[src/rtl/pulse_qual_ctrl.sv]
// Multi-channel pulse qualifier with a width-event scheduler.
// Each line is measured while high. A pulse that reaches the threshold raises
// its clean level. When that pulse ends, its width is parked in a one-deep
// per-channel slot. A round-robin arbiter then moves parked widths into a
// single valid/ready output register.
`timescale 1ns/1ps
module pulse_qual_ctrl #(
  parameter int NCH     = 4,
  parameter int CW      = 8,
  parameter int THR_RST = 6
) (
  input  logic                                  clk,
  input  logic                                  rst,
  input  logic [NCH-1:0]                        sig,
  input  logic                                  cfg_we,
  input  logic [CW-1:0]                         cfg_thr,
  input  logic                                  ovf_clr,
  output logic [NCH-1:0]                        clean,
  output logic                                  evt_valid,
  input  logic                                  evt_ready,
  output logic [((NCH > 1) ? $clog2(NCH) : 1)-1:0] evt_ch,
  output logic [CW-1:0]                         evt_width,
  output logic [NCH-1:0]                        ovf
);

  localparam int CHW = (NCH > 1) ? $clog2(NCH) : 1;
  localparam logic [CW-1:0] CMAX = '1;

  logic [CW-1:0]  thr_reg;
  logic [CW-1:0]  thr_e;
  logic [NCH-1:0] clean_vec;
  logic [NCH-1:0] pend_v;
  logic [CW-1:0]  pend_w [NCH];
  logic [NCH-1:0] cap;
  logic [NCH-1:0] drain;
  logic [NCH-1:0] ovf_set;
  logic [NCH-1:0] ovf_reg;
  logic           evt_valid_reg;
  logic [CHW-1:0] evt_ch_reg;
  logic [CW-1:0]  evt_width_reg;
  logic [CHW-1:0] ptr_reg;
  logic [CHW-1:0] ptr_next;
  logic           out_free;
  logic           grant_found;
  logic [CHW-1:0] grant_idx;
  logic [CHW:0]   scan_idx;

  // A programmed threshold of zero is treated as one: every pulse that is
  // sampled high at least once qualifies.
  assign thr_e = (thr_reg == '0) ? CW'(1) : thr_reg;

  // Threshold register. A write affects comparisons from the next edge onward.
  always_ff @(posedge clk or posedge rst) begin
    if (rst) begin
      thr_reg <= CW'(THR_RST);
    end else if (cfg_we) begin
      thr_reg <= cfg_thr;
    end
  end

  // Each channel owns its counter, its clean flag and its pending slot.
  for (genvar gi = 0; gi < NCH; gi++) begin : g_ch
    logic [CW-1:0] cnt_reg;
    logic          clean_reg;
    logic          pend_v_reg;
    logic [CW-1:0] pend_w_reg;
    logic [CW:0]   cnt_inc;

    assign cnt_inc     = {1'b0, cnt_reg} + (CW+1)'(1);
    assign cap[gi]     = ~sig[gi] & clean_reg;
    // An overflow happens when a capture hits a full slot that is not being
    // emptied by the arbiter on the same edge.
    assign ovf_set[gi] = cap[gi] & pend_v_reg & ~drain[gi];

    // Counter and clean level. Once set, clean stays high until the line drops,
    // even if the threshold is raised in the meantime.
    always_ff @(posedge clk or posedge rst) begin
      if (rst) begin
        cnt_reg   <= '0;
        clean_reg <= 1'b0;
      end else if (sig[gi]) begin
        if (cnt_reg != CMAX) cnt_reg <= cnt_inc[CW-1:0];
        if (cnt_inc >= {1'b0, thr_e}) clean_reg <= 1'b1;
      end else begin
        cnt_reg   <= '0;
        clean_reg <= 1'b0;
      end
    end

    // Pending slot. A capture can refill the slot on the same edge it drains.
    always_ff @(posedge clk or posedge rst) begin
      if (rst) begin
        pend_v_reg <= 1'b0;
        pend_w_reg <= '0;
      end else if (cap[gi] && (!pend_v_reg || drain[gi])) begin
        pend_v_reg <= 1'b1;
        pend_w_reg <= cnt_reg;
      end else if (drain[gi]) begin
        pend_v_reg <= 1'b0;
      end
    end

    assign clean_vec[gi] = clean_reg;
    assign pend_v[gi]    = pend_v_reg;
    assign pend_w[gi]    = pend_w_reg;
  end

  // Round-robin search. Scanning from the farthest offset down to zero lets
  // the nearest pending channel at or after the pointer win.
  always_comb begin
    grant_found = 1'b0;
    grant_idx   = '0;
    scan_idx    = '0;
    for (int k = NCH - 1; k >= 0; k--) begin
      scan_idx = {1'b0, ptr_reg} + (CHW+1)'(k);
      if (scan_idx >= (CHW+1)'(NCH)) scan_idx = scan_idx - (CHW+1)'(NCH);
      if (pend_v[scan_idx[CHW-1:0]]) begin
        grant_found = 1'b1;
        grant_idx   = scan_idx[CHW-1:0];
      end
    end
  end

  assign out_free = ~evt_valid_reg | evt_ready;
  assign drain    = (out_free && grant_found) ? (NCH'(1) << grant_idx) : '0;
  assign ptr_next = (grant_idx == CHW'(NCH - 1)) ? '0 : grant_idx + CHW'(1);

  // Output register. It loads a granted event whenever it is empty or its
  // current event is being accepted. Otherwise it holds.
  always_ff @(posedge clk or posedge rst) begin
    if (rst) begin
      evt_valid_reg <= 1'b0;
      evt_ch_reg    <= '0;
      evt_width_reg <= '0;
      ptr_reg       <= '0;
    end else if (out_free) begin
      if (grant_found) begin
        evt_valid_reg <= 1'b1;
        evt_ch_reg    <= grant_idx;
        evt_width_reg <= pend_w[grant_idx];
        ptr_reg       <= ptr_next;
      end else begin
        evt_valid_reg <= 1'b0;
      end
    end
  end

  // Sticky overflow flags. A new overflow wins over a clear on the same edge.
  always_ff @(posedge clk or posedge rst) begin
    if (rst) begin
      ovf_reg <= '0;
    end else begin
      ovf_reg <= (ovf_clr ? '0 : ovf_reg) | ovf_set;
    end
  end

  assign clean     = clean_vec;
  assign evt_valid = evt_valid_reg;
  assign evt_ch    = evt_ch_reg;
  assign evt_width = evt_width_reg;
  assign ovf       = ovf_reg;

endmodule

[config.mk]
export PLATFORM = sky130hd
export DESIGN_NAME = pulse_qual_ctrl
export DESIGN_NICKNAME = d
export VERILOG_FILES = /design/src/rtl/pulse_qual_ctrl.sv
export SDC_FILE = /design/constraint.sdc
export NUM_CORES = 1
export LEC_CHECK = 0
export CORE_UTILIZATION = 55
export DETAILED_ROUTE_END_ITERATION = 8
export PLACE_DENSITY = 0.87
export SLEW_MARGIN = 20
export SYNTH_ARGS = -nofsm -noshare
export SYNTH_HDL_FRONTEND = slang
export SYNTH_SLANG_ARGS = --single-unit
[constraint.sdc]
create_clock -name clk -period 3.9 [get_ports clk]
set_clock_uncertainty 0.2 [all_clocks]
set_input_delay 0.585 -clock clk [delete_from_list [all_inputs] [get_ports clk]]
set_output_delay 0.585 -clock clk [all_outputs]
set_load 0.02 [all_outputs]
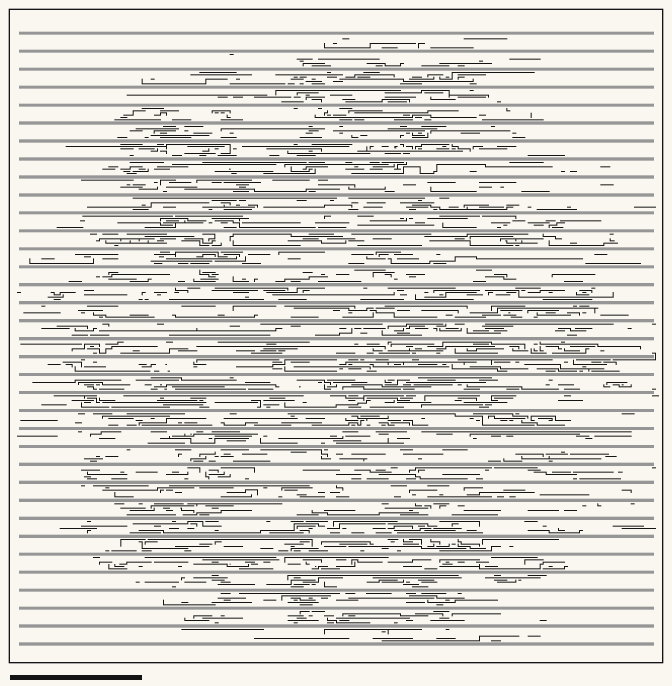
Run 1: met1 routing
The bar under the picture is 20 µm long. Supply wires on this layer in grey.
share of all routed wire	44%
wire length on this layer	4950 µm
grt met1 use: 33.11%
via count: 3630
Final Routed Wirelength: 11330 µm

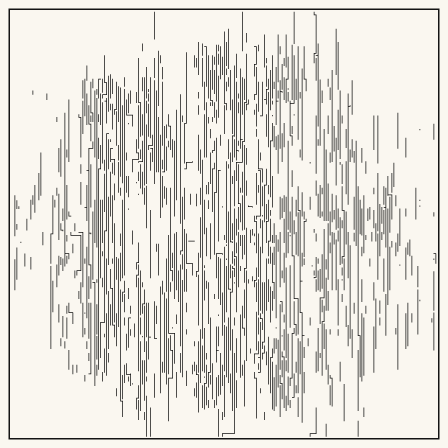
Run 1: the metal 2 layer
share of all routed wire	50%
longest straight run	46.3 µm
main direction	vertical
nets with wire on the layer	485
met2 GRT Util: 41.98%

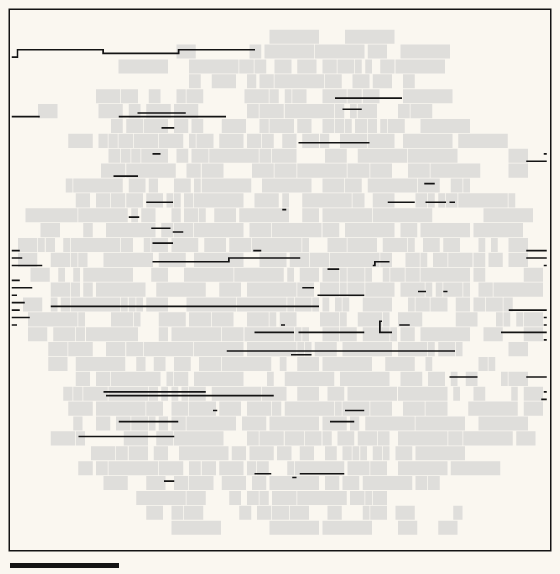
Run 1: metal 3
The bar under the picture is 20 µm long.
share of all routed wire	4.0%
nets with wire on the layer	54
wire length on this layer	456 µm
main direction	horizontal
longest straight run	48.8 µm
met3 Usage GRT: 4.255%

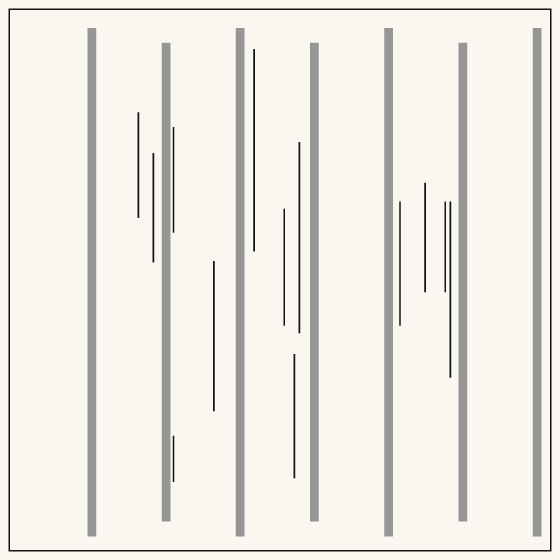
Run 1: met4 routing
Supply wires on this layer in grey.
share of all routed wire	2.6%
wire length on this layer	299 µm
main direction	vertical

==> ci_impl_report.md, run 1 <==
### Metrics collected by this job

| Metric | Value |
|---|---|
| Most frequent cells in the layout | `dfrtp_1, nand2_1, ha_1, clkdlybuf4s50_1, mux2_2` |
| Yosys Chip Area | `about 0.005 mm²` |
| Worst reg2reg setup slack | `around 1100 ps` |
| Most instantiated cells after synthesis | `dfrtp_1, ha_1, nand2_1, mux2_2, o21a_1` |
| CP Max Fanout | `14` |
| Ys cells | `around 460` |
| Grt peak-use layer | `met2` |
| Die H | `98.72 µm` |
| Worst r2r dst | `g_ch[0].pend_w_reg[7]` |
| CTS-repair resized insts | `0` |
| ANT cells | `0` |
| Final cycle utilization of the critical path | `70.74%` |
| Sequential share of the synthesized area | `47.23%` |
| Log Warnings | `29` |
| Main synth FF type | `dfrtp_1` |
| Vias per inst | `5.980` |
| Area leader, netlist | `dfrtp_1` |
| Synthesized instance count | `around 460` |
| Combinational share of power | `between 30% and 40%` |
| Sw Pwr | `~1.1 mW` |
| Drt wl/cell | `18.67 µm` |
| Required @ worst endpoint | `just under 4000 ps` |
| Share of cells above drive strength 1 | `14.03%` |
| CTS root buf | `clkbuf_8` |
| Rel. slew slack | `around 46%` |
| RSZ-0062 raised after global routing | `false` |
| Commonest Layout Cell | `dfrtp_1` |
| Met1 Routed Length | `4953 µm` |
| Die area | `between 0.009 and 0.01 mm²` |
| Count leader, synth | `dfrtp_1` |
| Setup_tns | `0 ps` |
| Post-synth EDFFs | `0` |
| Cell-internal power | `roughly 1.9 mW` |
| Initial antenna violation count | `0` |
| Num CTS Buffers | `9` |
| Die X | `around 99 µm` |
| Top sig layer | `met4` |
| Metal3 WL | `455 µm` |
| CP startpoint | `ptr_reg[1]` |
| Nature of the critical path endpoint | `flop` |
| CTS tree | `done` |
| Worst reg2reg path depth | `8` |
| Antenna-violating nets left | `0` |
| Synth flops | `roughly 97` |
| GRT Total Usage | `25.10%` |
| Crit path arrival time | `roughly 2800 ps` |
| Largest net degree at the start of global routing | `46` |
| Global-route wire length before repair | `between 15000 and 20000 µm` |
| Mean Syn Cell Area | `about 11 µm²` |
| VDD IR-drop max | `about 0.28 mV` |
| Hold buffer count at cts | `0` |
| CORE AREA | `0.008891 mm²` |
| Seq pwr share | `a little over two fifths` |
| Row count | `34` |
| H-Tree Depth | `3` |
| Synth-to-layout area growth | `12.26%` |
| Top power group | `sequential cells` |
| DR pass1 iterations | `4` |
| Met2 wire len | `5625 µm` |
| Ys async rst share | `100.0%` |
| Slowest CP cell | `a21oi_2` |
| Gpl congestion | `between 0.8 and 0.9` |
| Outcome | `complete, no violations` |
| Vias in the first global route | `around 3700` |
[run 1: kinds of logic after synthesis]
family                     share of synthesized area [%]
AOI/OAI and AO/OA                                  13.98
adders and majority gates                          9.728
muxes                                              9.363
DFF                                                47.23
buffers and inverters                              3.526
and+or+nand+nor                                    11.41
xor gates and xnor gates                           4.766
[run 1: worst max-delay path: cells and delay by family (launching register included)]
kind,cells,cell delay (ps)
flops,1,440
compound gates,2,580
fa+ha+maj,1,200
buf+inv,1,250
mux,2,650
simple gates,2,320
[run 1: worst min-delay path by stage]
stage | startpoint | to | slack (ps)
6_report | evt_ch[0] | evt_ch[0] | 290
3_3_place_gp | evt_ch[0] | evt_ch[0] | 260
3_5_place_dp | evt_ch[0] | evt_ch[0] | 280
4_1_cts | evt_ch[0] | evt_ch[0] | 300
2_1_floorplan | g_ch[2].pend_w_reg[0] | g_ch[2].pend_w_reg[0] | 270
5_1_grt | evt_ch[0] | evt_ch[0] | 310
[run 1: metrics by stage]
stage / std cells / hold WS (ps) / instance area [µm²] / worst slack, ps / utilization (%)
4_1_cts: 607 / 299.6 / 5776 / 1189 / 64.96
5_1_grt: 607 / 314.2 / 5776 / 960.5 / 64.96
2_1_floorplan: 460 / 272.6 / 5145 / 584.6 / -
3_5_place_dp: 591 / 278.4 / 5569 / 1180 / 62.64
6_report: 607 / 289.9 / 5776 / 1141 / 64.96
3_3_place_gp: 591 / 261.6 / 5569 / 1251 / 62.64
[run 1: final cells by class]
type                       instances  area [µm²]  share of cell area, %
tap                              108       135.1                  2.340
multi-input combinational        327        2534                  43.87
clock buffer                      11       141.4                  2.448
clock inverter                     5       65.06                  1.127
inverter                          21       85.08                  1.473
timing repair buffer              38       385.4                  6.672
sequential                        97        2430                  42.07
==> inputs of run 2 (changes only) <==
clock period = 2.8 ns   (was 3.9 ns; I/O delays follow)
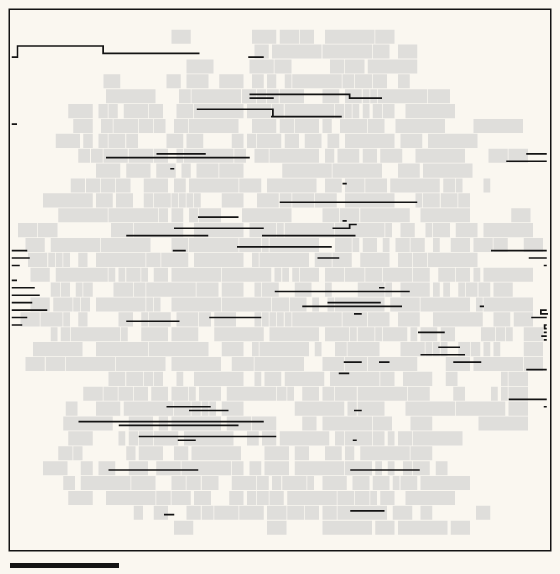
Run 2: metal 3
The bar under the picture is 20 µm long.
main direction	horizontal
nets with wire on the layer	55
wire length on this layer	546 µm
longest straight run	33.6 µm
share of all routed wire	4.8%
met3 Usage GRT: 5.816%
Final Routed Wirelength: 11460 µm

==> run 2 against run 1 <==
- critical path type unchanged
- sequential share of layout area fell by 0.45 points
- critical endpoint is now g_ch[2].pend_w_reg[1]
- cell area grew 1.1%
- core utilization up 0.70 points
- highest routed layer unchanged
- non-clock buffer count increased by 6
- power rose by 41%
- synthesized cell count unchanged
- clock-buffer cell count fell by 1
==> ci_impl_report.md, run 2 <==
### Metrics collected by this job

| Metric | Value |
|---|---|
| Outcome | `complete, no violations` |
| Post-DP HPWL | `8628 µm` |
| Post-place instance area | `about 0.0056 mm²` |
| FP Util | `57.87%` |
| DRC | `0` |
| ANT cells | `0` |
| Overflow after GRT | `0` |
| Final Setup Violations | `0` |
| Final core occ | `65.66%` |
| Sw Pwr | `approximately 1.6 mW` |
| CTS root buf | `clkbuf_8` |
| Iteration-0 DRC Markers | `around 180` |
| Synthesized instance count | `460` |
| Log Warnings | `29` |
| Layout Nets | `557` |
| Num CTS Buffers | `9` |
| Mean Syn Cell Area | `11.18 µm²` |
| Area leader, netlist | `dfrtp_1` |
| Main synth FF type | `dfrtp_1` |
| Top delay family on crit path | `simple AND/OR/NAND/NOR gates` |
| Post-route non-filler standard cell count | `about 600` |
| Antenna-violating nets left | `0` |
| Count leader, synth | `dfrtp_1` |
| Worst path buffer plus inverter count | `2` |
| Cell-internal power | `2.695 mW` |
| Final cycle utilization of the critical path | `93.42%` |
| Required @ worst endpoint | `roughly 2900 ps` |
| Commonest Layout Cell | `dfrtp_1` |
| Most frequent cells in the layout | `dfrtp_1, nand2_1, ha_1, clkdlybuf4s50_1, mux2_2` |
| Hold Slack | `239.9 ps` |
| Setup Crit Path Kind | `flop to flop` |
| CTS-repair resized insts | `0` |
| Nature of the critical path endpoint | `flop` |
| Setup slack after layout | `about 180 ps` |
| Post-route cell area | `0.005838 mm²` |
| Fillers | `~650` |
| Largest net degree at the start of global routing | `around 44` |
| Ys cells | `460` |
| Sw frac | `37.26%` |
| Slowest CP cell | `dfrtp_1` |
| Fin. Hold Viols | `0` |
| Die area | `roughly 0.0097 mm²` |
| Logic area | `around 0.0025 mm²` |
| Row count | `34` |
| Clock slew at reported path FFs | `roughly 100 ps` |
| Grt met1 use | `32.91%` |
| CP Max Fanout | `14` |
| Met2 wire len | `about 5700 µm` |
| Yosys warning tally | `0` |
| Die H | `approximately 99 µm` |
| Post-CTS setup buffer count | `0` |
| Combinational share of power | `35.4%` |
| Yosys cell types | `approximately 44` |
| LEAKAGE | `2.802 nW` |
| Max-capacitance violation count | `0` |
| Post-synth EDFFs | `0` |
| Hold buffer count at cts | `0` |
| Initial antenna violation count | `0` |
| Clk_lat worst skew | `roughly 360 ps` |
| Yosys Chip Area | `between 0.005 and 0.006 mm²` |
| Most instantiated cells after synthesis | `dfrtp_1, ha_1, nand2_1, mux2_2, o21a_1` |
| Mapped Nets | `between 500 and 600` |
| Pwr Total | `roughly 4.3 mW` |
| Global-route wire length before repair | `around 19000 µm` |
| DR pass1 iterations | `4` |
| Rel. slew slack | `64.08%` |
| Synth flops | `97` |
| CTS tree | `done` |
| Met2 GRT Util | `~44%` |
| Slowest stage delay, CP | `460 ps` |
| Seq pwr share | `42.3%` |
| Startpoint types | `flop` |
| Grt peak-use layer | `met2` |
| Register area | `~0.0024 mm²` |
| Metal3 WL | `roughly 550 µm` |
| Die X | `around 100 µm` |
| Clock network power share | `22.2%` |
| Cell Area, Synth | `about 0.005 mm²` |
| VDD IR-drop max | `about 0.48 mV` |
| Biggest area cells | `dfrtp_1, ha_1, mux2_2` |
| PortBufs | `35` |
| F_max | `approximately 380 MHz` |
| H-Tree Depth | `3` |
| GRT Total Usage | `about 26%` |
| Post-place setup slack | `117.9 ps` |
| Met1 Routed Length | `between 4000 and 5000 µm` |
| Synth-to-layout area growth | `13.47%` |
| Vias in the first global route | `3851` |
| Drt wl/cell | `about 19 µm` |
| Pwr Density | `about 740 mW/mm²` |
| Critical path cell sequence | `nor3b_2 > a21oi_2 > and2_4 > inv_1 > ha_1 > inv_1 > o21ai_2 > nand2b_2 > mux2_2` |
| Final Critical Period | `around 2600 ps` |
| CORE AREA | `about 0.009 mm²` |
| RSZ-0062 raised after global routing | `false` |
| # IOs | `36` |
| Worst-margin pin slew | `about 540 ps` |
| Via count | `between 3000 and 4000` |
| Ys async rst share | `100.0%` |
| Gpl congestion | `0.9135` |
| Sequential share of the synthesized area | `a little under half` |
| Most frequent CP cell | `inv_1` |
| Slew Viols, Final | `0` |
| Share of cells above drive strength 1 | `between 10% and 20%` |
| Crit path arrival time | `about 2700 ps` |
| Hold crit path type | `primary input to async pin` |
| Setup_tns | `0 ps` |
| Vias per inst | `5.922` |
| Maximum clock path buffer count | `2` |
| CTS Sinks | `just under 100` |
| Top sig layer | `met4` |
| DP Cell Count | `597` |
| Top-area cell share | `a little under half` |
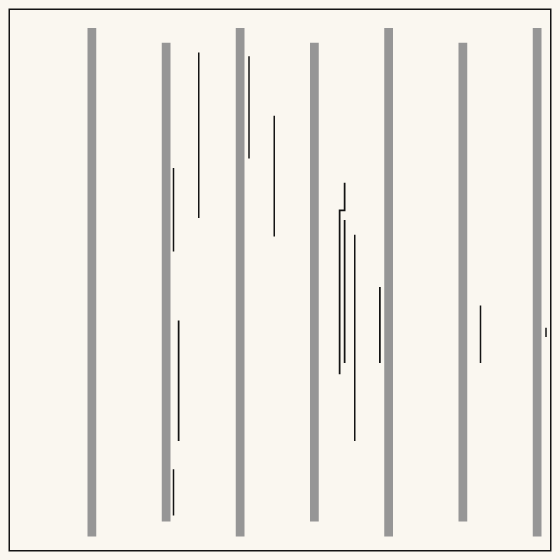
Run 2: met4 routing
Supply wires on this layer in grey.

==> run 2: cell types whose count changed in the layout (fill, tap and decap cells not counted), sizes merged <==
cell and change:
buf +6, clkinv -4, clkbuf -1, inv +2, clkinvlp +3
==> run 2: final cells by class <==
type / count / area share [%]
clock inverter: 6 / 1.264
timing repair buffer: 44 / 7.372
inverter: 21 / 1.500
tap: 108 / 2.315
sequential: 97 / 41.62
clock buffer: 10 / 2.357
multi-input combinational: 327 / 43.57
==> run 2: worst reg2reg max path: stages, from the launching register on <==
cell and delay (ps):
dfrtp_1 460, nor3b_2 210, a21oi_2 200, and2_4 290
inv_1 180, ha_1 250, inv_1 80, o21ai_2 80
nand2b_2 200, mux2_2 370
==> run 2: kinds of logic after synthesis <==
kind of cell	share of synthesized area [%]
adder cells (fa/ha/maj)	9.728
AND/OR/NAND/NOR	11.41
multiplexers	9.363
buffers and inverters	3.526
XOR/XNOR	4.766
flip-flops	47.23
AND-OR/OR-AND	13.98
==> run 2: path summary, 6_finish.rpt <==
check                                    from                     to  slack (ps)  cells after the start
max                        g_ch[0].pend_v_reg  g_ch[2].pend_w_reg[1]         180                      9
min                                       rst     g_ch[3].cnt_reg[7]         240                      2
max reg2reg                g_ch[0].pend_v_reg  g_ch[2].pend_w_reg[1]         180                      9
min reg2reg                         evt_ch[0]              evt_ch[0]         280                      1
max in group asynchronous                 rst           evt_width[6]        1480                      3
min in group clk                    evt_ch[0]              evt_ch[0]         280                      1
==> run 2: power by group through the flow <==
stage | sequential, mW | clock [mW] | combinational, mW
4_1_cts | 1.81 | 0.970 | 1.52
3_3_place_gp | 1.82 | 0 | 1.44
5_1_grt | 1.84 | 1.02 | 1.68
3_5_place_dp | 1.84 | 0 | 1.50
6_report | 1.82 | 0.955 | 1.52
2_1_floorplan | 1.86 | 0 | 1.02
No activity file was given, so power comes from the tool's default toggle rates.
